**config.mk**
```make
export PLATFORM = sky130hd
export DESIGN_NAME = hcms_link_ctrl
export DESIGN_NICKNAME = d
export VERILOG_FILES = /design/src/rtl/hcms_pkg.sv /design/src/rtl/hcms_sclk_gen.sv /design/src/rtl/hcms_link_ctrl.sv
export SDC_FILE = /design/constraint.sdc
export NUM_CORES = 1
export LEC_CHECK = 0
export CORE_MARGIN = 8
export CORE_UTILIZATION = 50
export DETAILED_ROUTE_END_ITERATION = 7
export HOLD_SLACK_MARGIN = 0.05
export PLACE_DENSITY = 0.84
export SLEW_MARGIN = 0
export SYNTH_ARGS = -nofsm -noshare
export SYNTH_HDL_FRONTEND = slang
export SYNTH_HIERARCHICAL = 1
export SYNTH_SLANG_ARGS = --single-unit
```
**constraint.sdc**
```tcl
create_clock -name i_CLK -period 2.4 [get_ports i_CLK]
set_clock_uncertainty 0.1 [all_clocks]
set_input_delay 0.48 -clock i_CLK [delete_from_list [all_inputs] [get_ports i_CLK]]
set_output_delay 0.48 -clock i_CLK [all_outputs]
set_load 0.005 [all_outputs]
```
**src/rtl/hcms_pkg.sv**
```systemverilog
// Shared types and sizing helpers for the HCMS-29xx serial link controller.
package hcms_pkg;

  typedef enum logic [2:0] {
    S_INIT,
    S_IDLE,
    S_FETCH,
    S_SETUP,
    S_SHIFT,
    S_LATCH,
    S_HOLD
  } hcms_state_e;

  localparam logic HCMS_DATA_REGISTER    = 1'b0;
  localparam logic HCMS_COMMAND_REGISTER = 1'b1;

  // Each device holds 4 characters x 5 columns of dot data.
  function automatic int unsigned hcms_max_bytes(input int unsigned num_devices);
    return 20 * num_devices;
  endfunction

  function automatic int unsigned hcms_len_w(input int unsigned num_devices);
    return $clog2(hcms_max_bytes(num_devices) + 1);
  endfunction

  function automatic int unsigned hcms_addr_w(input int unsigned num_devices);
    return $clog2(hcms_max_bytes(num_devices));
  endfunction

endpackage

```
**src/rtl/hcms_sclk_gen.sv**
```systemverilog
// Half-period timer: ticks at the end of every half period and flags the end
// of each full period (the cycle before a new low phase begins).
module hcms_sclk_gen #(
  parameter int unsigned CLK_DIV = 4
) (
  input  logic i_CLK,
  input  logic i_RST_N,
  input  logic en_i,
  output logic half_end_o,
  output logic period_start_o,
  output logic half_o
);

  localparam int unsigned CNT_W = (CLK_DIV > 1) ? $clog2(CLK_DIV) : 1;

  logic [CNT_W-1:0] cnt_q, cnt_d;
  logic             half_q, half_d;

  always_comb begin
    half_end_o     = en_i && (cnt_q == CNT_W'(CLK_DIV - 1));
    period_start_o = half_end_o && half_q;
    cnt_d          = cnt_q;
    half_d         = half_q;
    if (!en_i) begin
      cnt_d  = '0;
      half_d = 1'b0;
    end else if (half_end_o) begin
      cnt_d  = '0;
      half_d = ~half_q;
    end else begin
      cnt_d = cnt_q + CNT_W'(1);
    end
  end

  always_ff @(posedge i_CLK or negedge i_RST_N) begin
    if (!i_RST_N) begin
      cnt_q  <= '0;
      half_q <= 1'b0;
    end else begin
      cnt_q  <= cnt_d;
      half_q <= half_d;
    end
  end

  assign half_o = half_q;

endmodule

```
**src/rtl/hcms_link_ctrl.sv**
```systemverilog
// Frame sequencer for daisy-chained HCMS-29xx displays: fetches bytes from an
// external buffer and shifts them out MSB first with registered display pins.
module hcms_link_ctrl
  import hcms_pkg::*;
#(
  parameter  int unsigned NUM_DEVICES  = 1,
  parameter  int unsigned CLK_DIV      = 4,
  parameter  int unsigned RESET_CYCLES = 16,
  localparam int unsigned MAX_BYTES    = hcms_max_bytes(NUM_DEVICES),
  localparam int unsigned LEN_W        = hcms_len_w(NUM_DEVICES),
  localparam int unsigned ADDR_W       = hcms_addr_w(NUM_DEVICES)
) (
  input  logic              i_CLK,
  input  logic              i_RST_N,
  input  logic              i_start,
  input  logic              i_is_cmd,
  input  logic [LEN_W-1:0]  i_len,
  output logic              o_rd_en,
  output logic [ADDR_W-1:0] o_rd_addr,
  input  logic [7:0]        i_rd_data,
  output logic              o_busy,
  output logic              o_done,
  output logic              o_sdata,
  output logic              o_sclk,
  output logic              o_rs,
  output logic              o_nCe,
  output logic              o_nReset
);

  localparam int unsigned RST_W = (RESET_CYCLES > 1) ? $clog2(RESET_CYCLES) : 1;

  hcms_state_e       state_q, state_d;
  logic [RST_W-1:0]  init_cnt_q, init_cnt_d;
  logic              is_cmd_q, is_cmd_d;
  logic [LEN_W-1:0]  len_q, len_d;
  logic [ADDR_W-1:0] byte_q, byte_d;
  logic [2:0]        bit_q, bit_d;
  logic [7:0]        sh_q, sh_d;
  logic              rd_pend_q, rd_pend_d;
  logic              nreset_q, nreset_d, nce_q, nce_d, sclk_q, sclk_d;
  logic              sdata_q, sdata_d, rs_q, rs_d, rd_en_q, rd_en_d;
  logic [ADDR_W-1:0] rd_addr_q, rd_addr_d;
  logic              done_q, done_d, busy_q, busy_d;

  logic sg_en, sg_half_end, sg_period, sg_half;
  logic last_byte;
  logic [7:0] src;

  assign sg_en = state_q inside {S_SETUP, S_SHIFT, S_LATCH, S_HOLD};

  hcms_sclk_gen #(.CLK_DIV(CLK_DIV)) u_sclk (
    .i_CLK          (i_CLK),
    .i_RST_N        (i_RST_N),
    .en_i           (sg_en),
    .half_end_o     (sg_half_end),
    .period_start_o (sg_period),
    .half_o         (sg_half)
  );

  assign last_byte = (LEN_W'(byte_q) + LEN_W'(1)) == len_q;
  // With CLK_DIV=1 the prefetched byte arrives on the very edge it is needed.
  assign src = rd_pend_q ? i_rd_data : sh_q;

  always_comb begin
    state_d    = state_q;
    init_cnt_d = init_cnt_q;
    is_cmd_d   = is_cmd_q;
    len_d      = len_q;
    byte_d     = byte_q;
    bit_d      = bit_q;
    sh_d       = rd_pend_q ? i_rd_data : sh_q;
    rd_pend_d  = rd_en_q;
    nreset_d   = nreset_q;
    nce_d      = nce_q;
    sclk_d     = sclk_q;
    sdata_d    = sdata_q;
    rs_d       = rs_q;
    rd_en_d    = 1'b0;
    rd_addr_d  = rd_addr_q;
    done_d     = 1'b0;
    busy_d     = busy_q;
    unique case (state_q)
      S_INIT: begin
        if (init_cnt_q == RST_W'(RESET_CYCLES - 1)) begin
          nreset_d = 1'b1;
          busy_d   = 1'b0;
          state_d  = S_IDLE;
        end else begin
          init_cnt_d = init_cnt_q + RST_W'(1);
        end
      end
      S_IDLE: begin
        if (i_start && (i_len != '0) && (i_len <= LEN_W'(MAX_BYTES))) begin
          is_cmd_d  = i_is_cmd;
          len_d     = i_len;
          byte_d    = '0;
          busy_d    = 1'b1;
          rd_en_d   = 1'b1;
          rd_addr_d = '0;
          state_d   = S_FETCH;
        end
      end
      S_FETCH: begin
        if (rd_pend_q) begin
          rs_d    = is_cmd_q;
          state_d = S_SETUP;
        end
      end
      S_SETUP: begin
        if (sg_half_end && !sg_half) begin
          nce_d = 1'b0;
        end else if (sg_period) begin
          bit_d   = '0;
          sdata_d = src[7];
          sh_d    = {src[6:0], 1'b0};
          state_d = S_SHIFT;
        end
      end
      S_SHIFT: begin
        if (sg_half_end && !sg_half) begin
          sclk_d = 1'b1;
        end else if (sg_period) begin
          sclk_d = 1'b0;
          if (bit_q == 3'd7 && last_byte) begin
            state_d = S_LATCH;
          end else begin
            bit_d   = bit_q + 3'd1;
            sdata_d = src[7];
            sh_d    = {src[6:0], 1'b0};
            if (bit_q == 3'd7) byte_d = byte_q + ADDR_W'(1);
            // Prefetch as bit 7 goes out so the next byte is ready with no gap.
            if (bit_q == 3'd6 && !last_byte) begin
              rd_en_d   = 1'b1;
              rd_addr_d = byte_q + ADDR_W'(1);
            end
          end
        end
      end
      S_LATCH: begin
        if (sg_period) begin
          nce_d   = 1'b1;
          state_d = S_HOLD;
        end
      end
      S_HOLD: begin
        if (sg_period) begin
          done_d  = 1'b1;
          busy_d  = 1'b0;
          state_d = S_IDLE;
        end
      end
      default: state_d = S_INIT;
    endcase
  end

  always_ff @(posedge i_CLK or negedge i_RST_N) begin
    if (!i_RST_N) begin
      state_q    <= S_INIT;
      init_cnt_q <= '0;
      is_cmd_q   <= HCMS_DATA_REGISTER;
      len_q      <= '0;
      byte_q     <= '0;
      bit_q      <= '0;
      sh_q       <= '0;
      rd_pend_q  <= 1'b0;
      nreset_q   <= 1'b0;
      nce_q      <= 1'b1;
      sclk_q     <= 1'b0;
      sdata_q    <= 1'b0;
      rs_q       <= HCMS_DATA_REGISTER;
      rd_en_q    <= 1'b0;
      rd_addr_q  <= '0;
      done_q     <= 1'b0;
      busy_q     <= 1'b1;
    end else begin
      state_q    <= state_d;
      init_cnt_q <= init_cnt_d;
      is_cmd_q   <= is_cmd_d;
      len_q      <= len_d;
      byte_q     <= byte_d;
      bit_q      <= bit_d;
      sh_q       <= sh_d;
      rd_pend_q  <= rd_pend_d;
      nreset_q   <= nreset_d;
      nce_q      <= nce_d;
      sclk_q     <= sclk_d;
      sdata_q    <= sdata_d;
      rs_q       <= rs_d;
      rd_en_q    <= rd_en_d;
      rd_addr_q  <= rd_addr_d;
      done_q     <= done_d;
      busy_q     <= busy_d;
    end
  end

  assign o_rd_en   = rd_en_q;
  assign o_rd_addr = rd_addr_q;
  assign o_busy    = busy_q;
  assign o_done    = done_q;
  assign o_sdata   = sdata_q;
  assign o_sclk    = sclk_q;
  assign o_rs      = rs_q;
  assign o_nCe     = nce_q;
  assign o_nReset  = nreset_q;

endmodule

```
Run 1, routed clock nets over the placement:
The bar under the picture is 20 µm long.
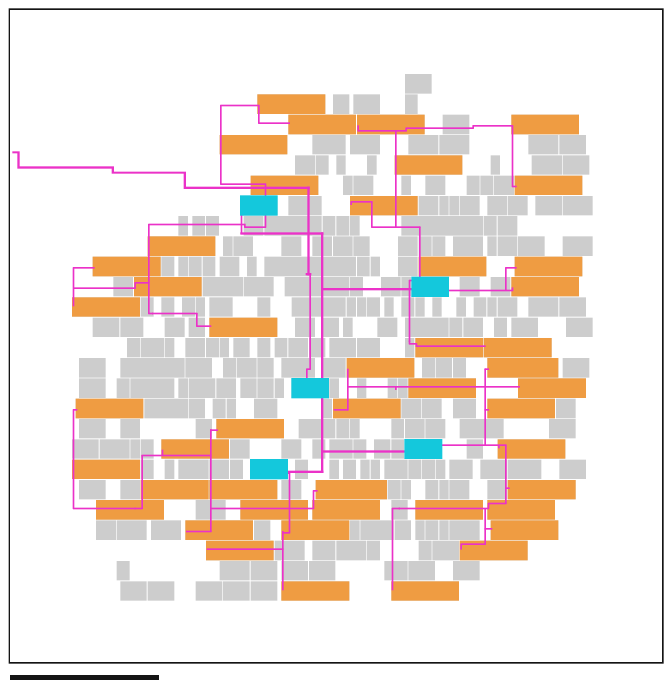
[clock wires] magenta | length: 550 µm
[clock-net drivers] cyan | count: 5
[flip-flops] orange | count: 46
routed clock nets	6

Run 1, placement by cell class:
Fill, decap, tap and diode cells in gray.
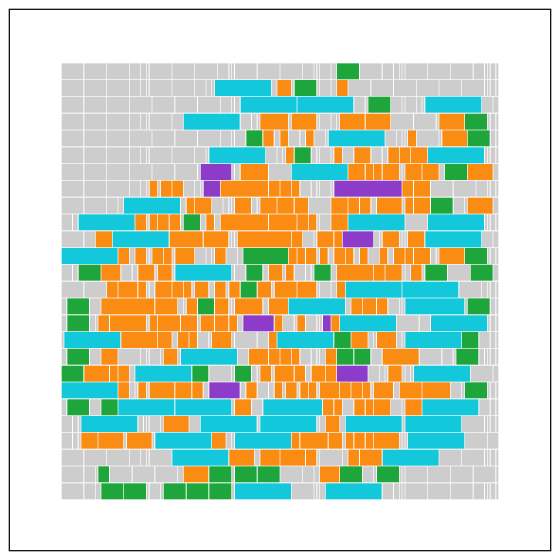
class	color	cells	share of their area
clock drivers and dummy loads	purple	8	3.6%
registers	cyan	46	38%
remaining buffers and delay cells	green	45	14%
remaining logic cells	orange	197	45%

==> impl_metrics.ini, run 1 <==
; yosys + openroad results
[final_timing]
fmax_ghz = 0.435
setup_tns_ns = 0
worst_pin_slew_ns = 0.493
hold_viol = 0
slew_viol_final = 0
setup_viol_count_final = 0
fin_ws_ns = 0.0998
finalCritPeriodShare = 0.958
slew_headroom = 0.671
worst_hold_slack_ns = 0.287

[yosys]
yosys.cell_types.count = 50
synth_area_per_cell_um2 = 9.97
most_common_cell = dfrtp_1
synthesis.nets = 279
xor_share = 0.0402
yosysWarnings = 6
aoi_share = 0.155
async_flop_share = 1.00
adder_share = 0.0294
top_area_frac = 0.432
synth-edff-count = 0
ys_sh_mux = 0.0790
ys_seq_frac = 0.452
yosysChipArea_um2 = 2550
yosys-top-cells-area = dfrtp_1 43%, mux2_2 7.5%, nand3_1 5.1%, nand2_1 4.0%, ha_1 2.9%
ys_top_cells_by_count = 44 x dfrtp_1, 27 x nand2_1, 26 x nand3_1
topCombFamilyByArea = simple AND/OR/NAND/NOR gates
top_area_cell = dfrtp_1
dominantRegCellSynth = dfrtp_1
synth_stat.cells = 256
synth_area_um2 = 2550
synthSimpleGateAreaFrac = 0.210

[setup_path]
cp-endpoint = byte_q[2]
crit_fanout = 10
crit_chain = ha_2 -> xor2_1 -> or4_4 -> o31ai_4 -> or3_1 -> nand3_1
path_class = flop to flop
required_ns = 2.48
r2r-end = byte_q[2]
r2r_cells = 6
worstSetupEndpointType = flop
critical_path_arrival_ns = 2.38
reg2reg_slack_ns = 0.1
crit_buf_inv = 0
crit_cells = 6
cp-start-kind = flop
crit_family = simple AND/OR/NAND/NOR gates
critPathLaunch = byte_q[1]
critPathSlowestCell = or4_4

[routing]
wire_per_inst_um = 15.8
ant_nets = 0
wl_met3_um = 370
wl_met1_um = 2430
highest_layer = met4
avgViaCountPerCell = 5.83
drt-total-wl_um = 5790
drt_pre_antenna_iters = 4
num_vias = 2135
wl_met2_um = 2910
drc = 0
initialDrtViolationCount = 190

[finish]
clock_buffer_count = 6
lay_top_cells = 44 x dfrtp_1, 28 x clkdlybuf4s50_1, 27 x nand2_1, 26 x nand3_1, 17 x mux2_2
regMostFlops = sh_q
seq_area_um2 = 1150
buffers = 45
fin_area_um2 = 3160
final_common_cell = dfrtp_1
nets = 318
largest_reg_flops = 8
comb_cells = 190
postLayoutCoreUtil = 0.631
antennaDiodeCount = 0
logic_area_um2 = 1360
area_growth_pct = 23.8
sh_comb_area = 0.431
clk_share = 0.0349
area_share_nonclk_buffers = 0.133
drive_gt1_frac = 0.193

[die]
chipArea_um2 = 7640
ios = 30
core_util_floorplan = 0.509
rows = 26

[global_route]
track_usage = 0.163
antenna_found_initial = 0
busiest_layer = met2
grt_overflow = 0
grt_pass1_vias = 2128
grt_max_degree = 24
gr-usage-met3 = 0.0406

[power]
pwr-share-comb = 0.423
comb-power_mw = 1.34
peakVddDrop_v = 0.000788
p_sw_mw = 1.14
p_total_mw = 3.17
p_sw_frac = 0.361
power_leakage_nw = 1.31
pg_clk_mw = 0.567
seq_cell_power_mw = 1.26
power-top-group = combinational logic
p_int_mw = 2.03
seqPwrFrac = 0.398

[clock_network]
h-tree-depth = 2
cts_buffer_depth = 2
clk_pin_slew_ns = 0.08
numClockSinks = 46
ctsResizeCount = 0
cts_tree = done
cts_buffers = 5
insertion_delay_ns = 0.30
cts_setup_buffers = 0
hold_buffers = 1
cts-root-buf = clkbuf_8

[flow_run]
drv_cap = 0
warnings = 27

[placement]
dpl.hpwl_um = 4320
dp_slack_ns = -0.144
place_area_um2 = 2990
placed_cells = 356
gp_congestion = 0.884

[min_path]
hold_path.class = flop to flop
worst_hold_path.endpoint = rd_pend_q
hp-start = o_rd_en

[run_status]
status = completed
Run 1, cell outlines without signal wires:
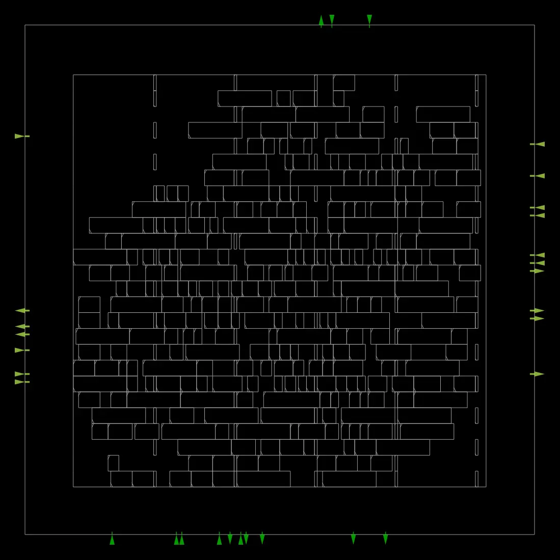
flop count: 46
final cell count without fillers: 366
core area: 5010 µm²
tap cells: 70
fill count: 410

==> run 2, diff against run 1 <==
==> constraint.sdc (replaced) <==
create_clock -name i_CLK -period 2.4 [get_ports i_CLK]
set_clock_uncertainty 0.1 [all_clocks]
set_input_delay 0.6 -clock i_CLK [delete_from_list [all_inputs] [get_ports i_CLK]]
set_output_delay 0.6 -clock i_CLK [all_outputs]
set_load 0.005 [all_outputs]
Run 2, signal wires by layer:
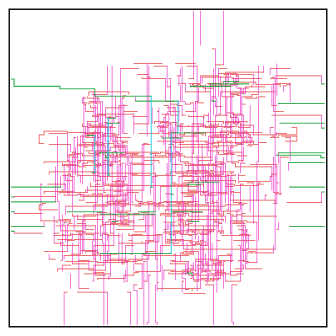
layer	color	wire length
M4	cyan	93.2 µm
M1	red	2450 µm
M2	magenta	2770 µm
M3	green	308 µm
Global Route Usage Sum: 0.160
routed vias: 2130
Post-Route WL: 5620 µm
Routed WL per cell: 15.2 µm

Run 2, routed clock nets over the placement:
The bar under the picture is 20 µm long.
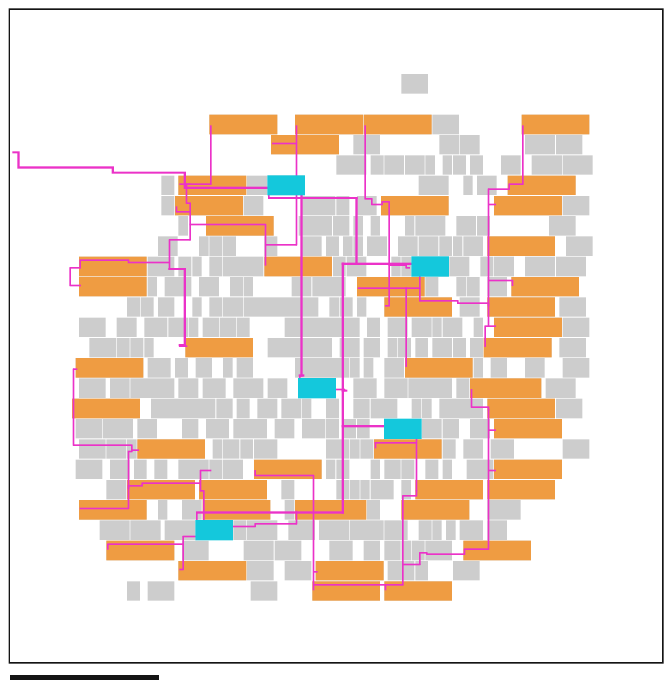
[flip-flops] orange | count: 46
[clock-net drivers] cyan | count: 5
[clock wires] magenta | length: 574 µm
routed clock nets	6
Clock Power Share: 0.151
clock-net power: 0.466 mW
clk latency late pin: 0.30 ns

==> run 2 against run 1 <==
  * Combinational power barely moved
  * Highest routed layer unchanged
  * Total power fell by 2.8%
  * Critical path type unchanged
  * Largest power group unchanged
  * Global-route usage fell by 0.27 points
  * Synthesized cell count did not move
==> impl_metrics.ini, run 2 <==
; yosys + openroad results
[yosys]
yosysChipArea_um2 = 2550
ys_sh_mux = 0.0790
aoi_share = 0.155
synth-edff-count = 0
top_area_cell = dfrtp_1
yosys-top-cells-area = dfrtp_1 43%, mux2_2 7.5%, nand3_1 5.1%, nand2_1 4.0%, ha_1 2.9%
ys_seq_frac = 0.452
dominantRegCellSynth = dfrtp_1
xor_share = 0.0402
synth_area_per_cell_um2 = 9.97
topCombFamilyByArea = simple AND/OR/NAND/NOR gates
most_common_cell = dfrtp_1
top_area_frac = 0.432

[routing]
wl_met3_um = 307
wl_met2_um = 2770
drc = 0
drt_pre_antenna_iters = 5
highest_layer = met4
avgViaCountPerCell = 5.77
initialDrtViolationCount = 249

[setup_path]
reg2reg_slack_ns = 0.09
crit_fanout = 18
r2r_cells = 7
worstSetupEndpointType = flop
r2r-end = state_q[0]
cp-start-kind = flop
crit_cells = 7
critPathLaunch = byte_q[0]

[finish]
area_share_nonclk_buffers = 0.140
logic_area_um2 = 1350
nFillCells = 434
clock_buffer_count = 6
antennaDiodeCount = 0
fin_area_um2 = 3140
lay_top_cells = 44 x dfrtp_1, 28 x clkdlybuf4s50_1, 26 x nand2_1, 26 x nand3_1, 18 x buf_4
regMostFlops = sh_q
area_growth_pct = 23.2

[clock_network]
cts_buffers = 5
h-tree-depth = 2
cts_buffer_depth = 2
hold_buffers = 0

[die]
core_um2 = 5010
rows = 26
ios = 30
core_util_floorplan = 0.509
chipArea_um2 = 7640

[power]
p_total_mw = 3.08
seqPwrFrac = 0.408
p_sw_mw = 1.15
p_sw_frac = 0.374
seq_cell_power_mw = 1.26
p_int_mw = 1.93
peakVddDrop_v = 0.000786

[global_route]
gr-usage-met3 = 0.0387
grt_overflow = 0

[placement]
dpl.hpwl_um = 4120
gp_congestion = 0.870

[final_timing]
fin_ws_ns = 0.0924
hold_viol = 0
slew_headroom = 0.533
slew_viol_final = 0

[run_status]
status = completed

[flow_run]
warnings = 27
==> run 3, diff against run 2 <==
--- a/config.mk
+++ b/config.mk
@@ -5,6 +5,7 @@
 export SDC_FILE = /design/constraint.sdc
 export NUM_CORES = 1
 export LEC_CHECK = 0
+export ABC_AREA = 1
 export CORE_MARGIN = 8
 export CORE_UTILIZATION = 50
 export DETAILED_ROUTE_END_ITERATION = 7
==> run 3 against run 2 <==
  * Core utilization rose by 2.2 points
  * Area after synthesis rose by 0.83%
  * Count of clock-buffer cells in the layout rose by 1
  * Sequential cell count did not move
  * Via count rose by 8.3%
  * Synthesized cell count rose by 25%
  * Worst setup slack improved by 0.012 ns
  * Die size rose by 0.69%
  * Sequential share of layout area fell by 1.3 points
  * First-iteration DRC count fell by 25%
==> impl_metrics.ini, run 3 <==
; yosys + openroad results
[run_status]
status = completed

[setup_path]
r2r_cells = 19
crit_chain = nor2_4 -> nand2_4 -> inv_2 -> nor2_4 -> inv_2 -> nor2_4 -> nand2_2 -> nand2_2 -> inv_1 -> inv_1 -> or2_4 -> inv_1 -> nor2_2 -> buf_4 -> o21ai_2 -> inv_2 -> o22ai_1 -> inv_1 -> nand2_1
reg2reg_slack_ns = 0.10
cp-start-kind = flop
crit_buf_inv = 8
r2r-end = sh_q[1]
max_stage_delay_ns = 0.45
required_ns = 2.55
crit_fanout = 12
worstSetupEndpointType = flop
critPathLaunch = state_q[0]
critical_path_arrival_ns = 2.45
critPathSlowestCell = dfrtp_2
path_class = flop to flop
crit_cells = 19

[routing]
drt-total-wl_um = 6130
num_vias = 2307
wire_per_inst_um = 13.8
avgViaCountPerCell = 5.21
wl_met1_um = 2600
initialDrtViolationCount = 186
highest_layer = met4
drt_pre_antenna_iters = 4
wl_met2_um = 3180
drc = 0
wl_met3_um = 194

[yosys]
yosys-top-cells-area = dfrtp_1 43%, nand2_1 13%, nand3_1 7.0%, inv_1 5.5%, nor2_1 5.0%
ys_sh_mux = 0.0399
yosysChipArea_um2 = 2570
yosysWarnings = 6
most_common_cell = nand2_1
topCombFamilyByArea = simple AND/OR/NAND/NOR gates
top_area_cell = dfrtp_1
synth_area_per_cell_um2 = 8.04
async_flop_share = 1.00
ys_top_cells_by_count = 86 x nand2_1, 44 x dfrtp_1, 38 x inv_1
xor_share = 0.00681
ys_seq_frac = 0.448
synth-edff-count = 0
dominantRegCellSynth = dfrtp_1
top_area_frac = 0.428
adder_share = 0.0292
aoi_share = 0.0603

[finish]
area_growth_pct = 27.2
largest_class = logic gates
fin_area_um2 = 3270
inverters = 41
regMostFlops = sh_q
largest_reg_flops = 8
comb_cells = 227
nFillCells = 401
antennaDiodeCount = 0
postLayoutCoreUtil = 0.649
seq_share = 0.354
logic_area_um2 = 1320
stdcell_count = 443
nets = 395
ff_count = 46
area_share_nonclk_buffers = 0.138
clock_buffer_count = 7
buffers = 51
lay_top_cells = 79 x nand2_1, 41 x dfrtp_1, 35 x nand3_1, 34 x inv_1, 28 x clkdlybuf4s50_1

[placement]
place_area_um2 = 3040
portBuffers = 29
dpl.hpwl_um = 4380
gp_congestion = 0.839
placed_cells = 430

[clock_network]
ctsResizeCount = 6
cts_buffers = 5
hold_buffers = 0
cts_buffer_depth = 2
numClockSinks = 46
h-tree-depth = 2
insertion_delay_ns = 0.31
clk_pin_slew_ns = 0.09
cts_setup_buffers = 0

[final_timing]
slew_viol_final = 0
slew_headroom = 0.612
hold_viol = 0
worst_hold_slack_ns = 0.252
layout_min_cycle_time_ns = 2.30
fin_ws_ns = 0.104
setup_tns_ns = 0
rsz0062_at_grt = yes

[die]
rows = 26
core_util_floorplan = 0.510
ios = 30
chipArea_um2 = 7700
core_um2 = 5040

[global_route]
grt_max_degree = 47
track_usage = 0.168
gr-usage-met3 = 0.0338
antenna_found_initial = 0
grt_overflow = 0
grt_first_pass_wirelength_um = 10200

[power]
p_clk_frac = 0.407
p_sw_mw = 0.292
seqPwrFrac = 0.552
seq_cell_power_mw = 0.779
p_sw_frac = 0.207
power-top-group = sequential cells
p_total_mw = 1.41
peakVddDrop_v = 0.000295
pg_clk_mw = 0.575
p_int_mw = 1.12

[flow_run]
warnings = 28

[min_path]
hold_path.class = input port to asynchronous set/reset pin
Run 3, placement by cell class:
Fill, decap, tap and diode cells in gray.
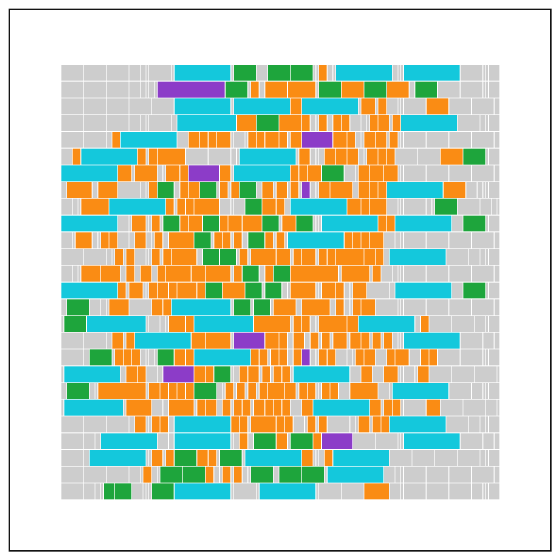
class	color	cells	share of their area
remaining buffers and delay cells	green	51	14%
remaining logic cells	orange	268	46%
clock drivers and dummy loads	purple	8	3.3%
registers	cyan	46	36%

Run 3, ports around the boundary:
Pins as bars across the die edge, other pins in gray.
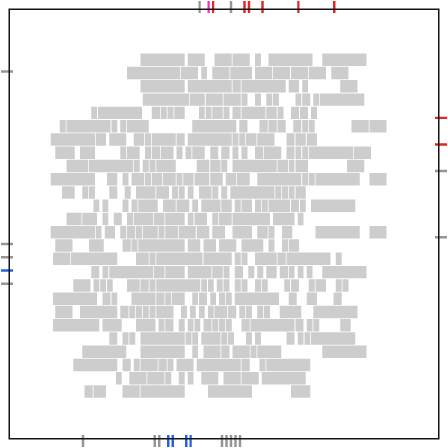
port	color	pins	direction	edge
i_len	blue	5	input	4 bottom, 1 left
i_rd_data	red	8	input	6 top, 2 right
o_done	magenta	1	output	top
Die Ht: 87.7 µm
Die Wd: 87.7 µm

No activity file was given, so power comes from the tool's default toggle rates.
